### src/rtl/store_strobe_buffer_pkg.sv
// Store-type encodings, buffer entry layout and the 32-bit word strobe/data
// placement shared by the store strobe decoder and the store buffer.
package store_strobe_buffer_pkg;

  localparam logic [2:0] STORETYPE_SB  = 3'd0;
  localparam logic [2:0] STORETYPE_SH  = 3'd1;
  localparam logic [2:0] STORETYPE_SWL = 3'd2;
  localparam logic [2:0] STORETYPE_SW  = 3'd3;
  localparam logic [2:0] STORETYPE_SWR = 3'd6;

  localparam int MAX_DATA_W = 64;
  localparam int MAX_STRB_W = MAX_DATA_W / 8;

  // Entries are sized for the widest port; narrower ports zero the upper part.
  typedef struct packed {
    logic [31:0]           addr;
    logic [MAX_DATA_W-1:0] data;
    logic [MAX_STRB_W-1:0] wstrb;
  } SbEntry;

  typedef struct packed {
    logic [3:0]  strb;
    logic [31:0] data;
  } WordLane;

  function automatic WordLane wordLaneShift(input logic [2:0]  storeType,
                                            input logic [1:0]  ofs,
                                            input logic [31:0] rt);
    WordLane r;
    r.strb = 4'b0000;
    r.data = rt;
    case (storeType)
      STORETYPE_SW:  r.strb = 4'b1111;
      STORETYPE_SH: begin
        r.strb = ofs[1] ? 4'b1100 : 4'b0011;
        r.data = {2{rt[15:0]}};
      end
      STORETYPE_SB: begin
        r.strb = 4'b0001 << ofs;
        r.data = {4{rt[7:0]}};
      end
      // SWL writes the upper bytes of rt into the low end of the word.
      STORETYPE_SWL: begin
        r.strb = 4'((5'd2 << ofs) - 5'd1);
        r.data = rt >> {2'd3 - ofs, 3'b000};
      end
      STORETYPE_SWR: begin
        r.strb = 4'b1111 << ofs;
        r.data = rt << {ofs, 3'b000};
      end
      default: r.strb = 4'b0000;
    endcase
    return r;
  endfunction

endpackage

### src/rtl/store_strobe_decode.sv
// Combinational per-store decode: lane-placed data, byte strobe for the
// D-cache port width, misalignment and type legality.
module store_strobe_decode
  import store_strobe_buffer_pkg::*;
#(
  parameter int DATA_W = 32,
  parameter int OFS_W  = $clog2(DATA_W / 8)
) (
  input  logic [OFS_W-1:0]    addrLow,
  input  logic [31:0]         storeData,
  input  logic [2:0]          storeType,
  output logic [DATA_W-1:0]   laneData,
  output logic [DATA_W/8-1:0] laneStrb,
  output logic                misalign,
  output logic                legal
);

  WordLane word;
  logic    typeKnown;

  assign word     = wordLaneShift(storeType, addrLow[1:0], storeData);
  assign laneData = {(DATA_W / 32){word.data}};

  if (DATA_W == 64) begin : gWide
    assign laneStrb = addrLow[OFS_W-1] ? {word.strb, 4'b0000} : {4'b0000, word.strb};
  end else begin : gNarrow
    assign laneStrb = word.strb;
  end

  always_comb begin
    misalign  = 1'b0;
    typeKnown = 1'b0;
    case (storeType)
      STORETYPE_SW: begin
        typeKnown = 1'b1;
        misalign  = (addrLow[1:0] != 2'b00);
      end
      STORETYPE_SH: begin
        typeKnown = 1'b1;
        misalign  = addrLow[0];
      end
      STORETYPE_SB, STORETYPE_SWL, STORETYPE_SWR: typeKnown = 1'b1;
      default: typeKnown = 1'b0;
    endcase
  end

  assign legal = typeKnown & ~misalign;

endmodule

### src/rtl/store_strobe_buffer.sv
// Store buffer between EXE/MEM and the D-cache write port: decodes each store,
// queues legal ones (merging into the tail when possible) and drains in order.
module store_strobe_buffer
  import store_strobe_buffer_pkg::*;
#(
  parameter int DATA_W   = 32,
  parameter int DEPTH    = 4,
  parameter bit MERGE_EN = 1'b1
) (
  input  logic                     clk,
  input  logic                     rst,
  input  logic                     in_valid,
  output logic                     in_ready,
  input  logic [31:0]              in_addr,
  input  logic [31:0]              in_data,
  input  logic [2:0]               in_type,
  output logic                     except_wr_misalign,
  output logic                     out_valid,
  input  logic                     out_ready,
  output logic [31:0]              out_addr,
  output logic [DATA_W-1:0]        out_data,
  output logic [DATA_W/8-1:0]      out_wstrb,
  input  logic [31:0]              ld_addr,
  output logic                     ld_conflict,
  output logic [$clog2(DEPTH):0]   count
);

  localparam int STRB_W = DATA_W / 8;
  localparam int OFS_W  = $clog2(STRB_W);
  localparam int PTR_W  = $clog2(DEPTH);
  localparam int CNT_W  = PTR_W + 1;
  localparam logic [31:0] ADDR_MASK = ~32'(STRB_W - 1);

  SbEntry            entries [DEPTH];
  logic [PTR_W-1:0]  headPtr;
  logic [PTR_W-1:0]  tailPtr;
  logic [PTR_W-1:0]  tailLast;
  logic [PTR_W-1:0]  relIdx;
  logic [DATA_W-1:0] laneData;
  logic [STRB_W-1:0] laneStrb;
  logic              misalign;
  logic              legal;
  logic [31:0]       reqAddr;
  logic              mergeHit;
  logic              accept;
  logic              doEnq;
  logic              doMerge;
  logic              doDeq;

  store_strobe_decode #(.DATA_W(DATA_W)) uDecode (
    .addrLow   (in_addr[OFS_W-1:0]),
    .storeData (in_data),
    .storeType (in_type),
    .laneData  (laneData),
    .laneStrb  (laneStrb),
    .misalign  (misalign),
    .legal     (legal)
  );

  assign reqAddr  = in_addr & ADDR_MASK;
  assign tailLast = tailPtr - PTR_W'(1);

  // count>=2 keeps the head (already on the cache port) out of merging.
  assign mergeHit = MERGE_EN && (count >= CNT_W'(2)) && (entries[tailLast].addr == reqAddr);

  assign in_ready           = (count < CNT_W'(DEPTH)) | mergeHit;
  assign accept             = in_valid & in_ready;
  assign doMerge            = accept & legal & mergeHit;
  assign doEnq              = accept & legal & ~mergeHit;
  assign out_valid          = (count != '0);
  assign doDeq              = out_valid & out_ready;
  assign except_wr_misalign = in_valid & misalign;

  assign out_addr  = entries[headPtr].addr;
  assign out_data  = entries[headPtr].data[DATA_W-1:0];
  assign out_wstrb = entries[headPtr].wstrb[STRB_W-1:0];

  always_ff @(posedge clk or posedge rst) begin
    if (rst) begin
      headPtr <= '0;
      tailPtr <= '0;
      count   <= '0;
      for (int i = 0; i < DEPTH; i++) entries[i] <= '0;
    end else begin
      if (doEnq) begin
        entries[tailPtr].addr  <= reqAddr;
        entries[tailPtr].data  <= MAX_DATA_W'(laneData);
        entries[tailPtr].wstrb <= MAX_STRB_W'(laneStrb);
        tailPtr                <= tailPtr + PTR_W'(1);
      end
      if (doMerge) begin
        entries[tailLast].wstrb <= entries[tailLast].wstrb | MAX_STRB_W'(laneStrb);
        for (int b = 0; b < STRB_W; b++) begin
          if (laneStrb[b]) entries[tailLast].data[8*b +: 8] <= laneData[8*b +: 8];
        end
      end
      if (doDeq) headPtr <= headPtr + PTR_W'(1);
      case ({doEnq, doDeq})
        2'b10:   count <= count + CNT_W'(1);
        2'b01:   count <= count - CNT_W'(1);
        default: count <= count;
      endcase
    end
  end

  // Only occupied slots (head-relative index below count) can conflict.
  always_comb begin
    ld_conflict = 1'b0;
    relIdx      = '0;
    for (int i = 0; i < DEPTH; i++) begin
      relIdx = PTR_W'(i) - headPtr;
      if (({1'b0, relIdx} < count) && (((entries[i].addr ^ ld_addr) & ADDR_MASK) == '0))
        ld_conflict = 1'b1;
    end
  end

endmodule

### config.mk
export PLATFORM = sky130hd
export DESIGN_NAME = store_strobe_buffer
export DESIGN_NICKNAME = d
export VERILOG_FILES = /design/src/rtl/store_strobe_buffer_pkg.sv /design/src/rtl/store_strobe_decode.sv /design/src/rtl/store_strobe_buffer.sv
export SDC_FILE = /design/constraint.sdc
export NUM_CORES = 1
export LEC_CHECK = 0
export CORE_MARGIN = 2
export CORE_UTILIZATION = 40
export CTS_BUF_LIST = sky130_fd_sc_hd__clkbuf_2
export DETAILED_ROUTE_END_ITERATION = 7
export SLEW_MARGIN = 20
export SYNTH_ARGS = -nofsm -noshare
export SYNTH_HDL_FRONTEND = slang
export SYNTH_SLANG_ARGS = --single-unit
### constraint.sdc
create_clock -name clk -period 15.4 [get_ports clk]
set_input_delay 2.31 -clock clk [delete_from_list [all_inputs] [get_ports clk]]
set_output_delay 2.31 -clock clk [all_outputs]
set_load 0.1 [all_outputs]
Metal layers overlaid:
Two of the layers only.
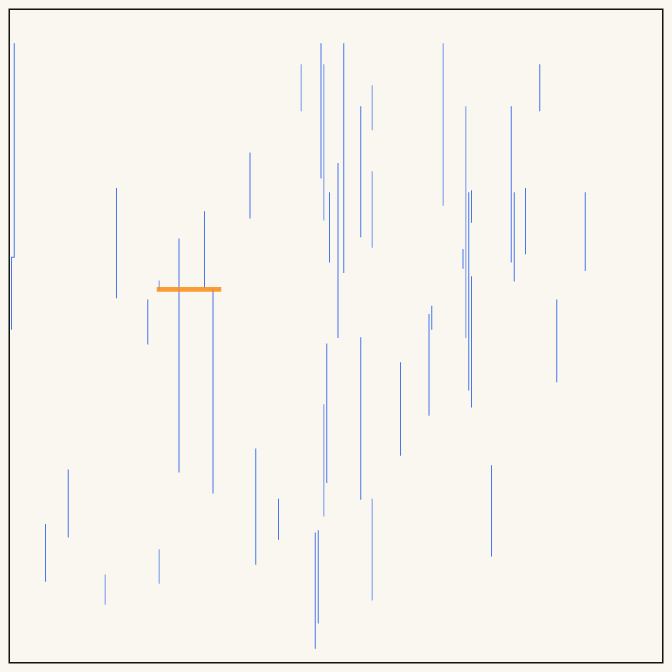
met4 -> blue  # wire length 1540 µm
met5 -> orange  # wire length 19.3 µm
Vias: 12100
GR Util All Layers: 23.2%
Final Routed Wirelength: 50900 µm
Routed WL per cell: 24.2 µm

Routing congestion map:
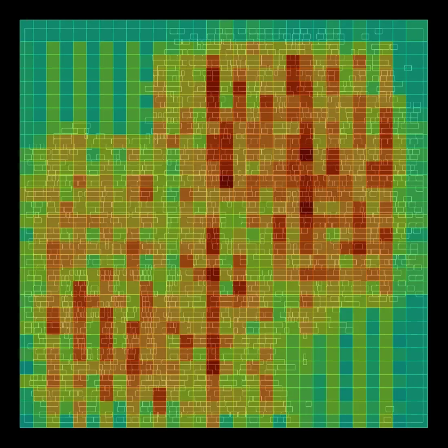
Layout Utilization: 47.5%
routing usage on met1: 30.8%
M3 GR Usage: 5.72%
global route hottest layer: met2

Pin map:
Pins as bars across the die edge, other pins in grey.
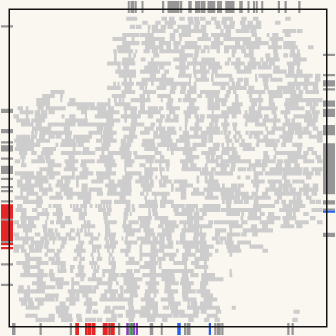
in_data -> red  # pins 32, direction input, edge 19 left, 13 bottom
in_type -> purple  # pins 3, direction input, edge bottom
except_wr_misalign -> green  # pins 1, direction output, edge bottom
out_wstrb -> blue  # pins 4, direction output, edge 3 bottom, 1 right
all pins by edge = 49 right, 46 top, 42 bottom, 41 left
Die W: 211 µm
Die Y: 211 µm
port buffer count: 175

Register map, names as in the netlist:
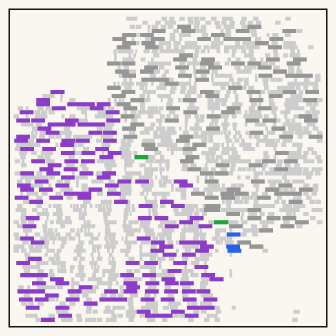
tailPtr -> green  # placed flops 2
entries -> purple  # placed flops 144
count -> blue  # placed flops 3
Register Area: 6990 µm²
flop share of the area: 34.9%

Metal 3:
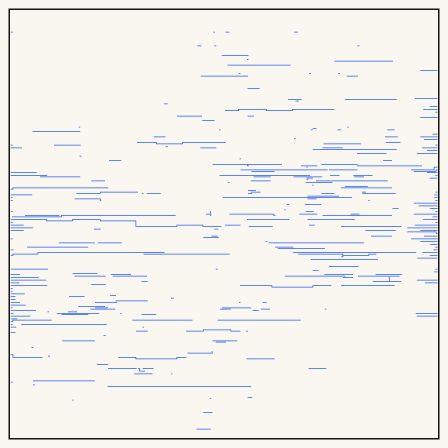
nets with wire on the layer = 189
wire length on this layer = 3190 µm

==> out/qor.yml <==
status: "completed"
synthFlopType: "dfrtp_1"
cap_violations: 0
setup_slack_ps: 6400
die_area_um2: 44600
ys_area_um2: 17200
fmax_mhz: 111
aoi_share_pct: 7.07
ys_sh_adder_pct: 0.772
grt_max_degree: 129
fin_skew_ps: 76.2
synthCells: 1321
yosysWarnings: 0
hp-class: "register to register"
cp-start-kind: "register"
final_cell_area_um2: 20000
pin_count: 178
ant_nets: 0
fill_cells: 3819
grt_pass1_vias: 12500
cts_sinks: 279
nNetsFinal: 1619
cts.hold.buffers_added: 0
yosys.area.top_type: "dfrtp_1"
critPathKind: "register to primary output"
detailedPlace.worstSlack_ps: 7370
area_leaders: "dfrtp_1 (41%), mux2_2 (15%), mux4_2 (10%)"
enable_flop_cells: 0
yosys_cells: 1321
top_area_share_pct: 40.7
warnings: 34
crit_path_max_fanout: 43
ys_sh_xor_pct: 7.86
cts-resized-gates: 0
placed_cells: 1964
syn_nets: 1434
cts.clk_slew.worst_paths_ps: 110
yosysMostFrequentCell: "dfrtp_1"
grt_pass1_wl_um: 77100
fp_util_pct: 40.8
drv_slew: 0
cts_tree: "yes"
clock_latency_ps: 1000
cp_data_required_time_ps: 13090
hold_slack_ps: 495
core-area_um2: 42100
routed_via_density: 5.74
ys_types: 66
numSynthFlops: 279
ys_sh_simple_pct: 6.70
place_congestion: 0.890
hold_viol: 0
lay_top_count: "dfrtp_1"
drtIter0Drc: 888
cts_buffers: 79
setup_viol: 0
grt.overflow.total: 0
antenna_found_initial: 3
period_minus_slack_ps: 9000
avgSynthCellArea_um2: 13.0
async_flop_share_pct: 100
instances_no_fill: 2107
layout_top_cells: "dfrtp_1 (276), mux2_2 (235), clkdlybuf4s50_1 (174)"
route.detailed.drc: 0
fin_crit_sh_pct: 58.4
cts-root-buf: "clkbuf_2"
drt_first_pass_iters: 7
mux_area_share_pct: 33.8
end_kind: "primary output"
syn2layout_area_growth_pct: 16.5
cts_buffer_depth: 3
cp_data_arrival_time_ps: 6690
relSlewSlack_pct: 27.0
drive_gt1_share_pct: 32.4
synthTopCellsByCount: "dfrtp_1 (279), mux2_2 (235), xnor2_1 (101)"
placed_cell_area_um2: 19200
post_cts_buffers: 0
setup_tns_ps: 0
rows: 75
rsz0062_at_grt: "false"
ys_seq_share_pct: 40.7
topCombFamilyByArea: "multiplexers"
synth_area_um2: 17200
worstMarginPinSlew_ps: 1090
htree_levels: 3
dp_hpwl_um: 34700
## per-layer routing
metal  routed length [µm]  vias to the layer above  track usage (%)  share of wire (%)
li1                     -                     5367                -                  -
met1                22200                     6215             30.8                 44
met2                24000                      403             36.6                 47
met3                 3190                      100             5.72                6.3
met4                 1540                        2             8.60                3.0
met5                   19                        -                0              0.037
## layout make-up
| cell class | instances | area (µm²) | area share [%] |
|---|---|---|---|
| Tap cell | 539 | 674 | 3.37 |
| Clock inverter | 17 | 146 | 0.732 |
| Multi-Input combinational cell | 944 | 9660 | 48.3 |
| Antenna cell | 5 | 12.5 | 0.0626 |
| Timing Repair Buffer | 190 | 1860 | 9.31 |
| Sequential cell | 279 | 6990 | 34.9 |
| Inverter | 12 | 53.8 | 0.269 |
| Clock buffer | 121 | 606 | 3.03 |
## critical path: stages (launching register included)
cell and delay, ps:
dfrtp_2 350, buf_4 600, clkinv_2 270, ha_2 620
buf_4 590, mux4_1 650, xnor2_1 440, and4b_1 290
and4bb_4 310, nand4bb_4 190, nand2_1 140, clkdlybuf4s50_1 1230
## final timing paths
kind / from / end / slack (ps) / cells after the start
setup / recovery: tailPtr[0] / in_ready / 6400 / 11
hold / removal: entries[143] / entries[143] / 490 / 1
setup reg to reg: tailPtr[0] / entries[122] / 9070 / 13
hold reg to reg: entries[143] / entries[143] / 490 / 1
max in group asynchronous: rst / entries[224] / 12050 / 3
min in group asynchronous: rst / async pin / 1910 / 2
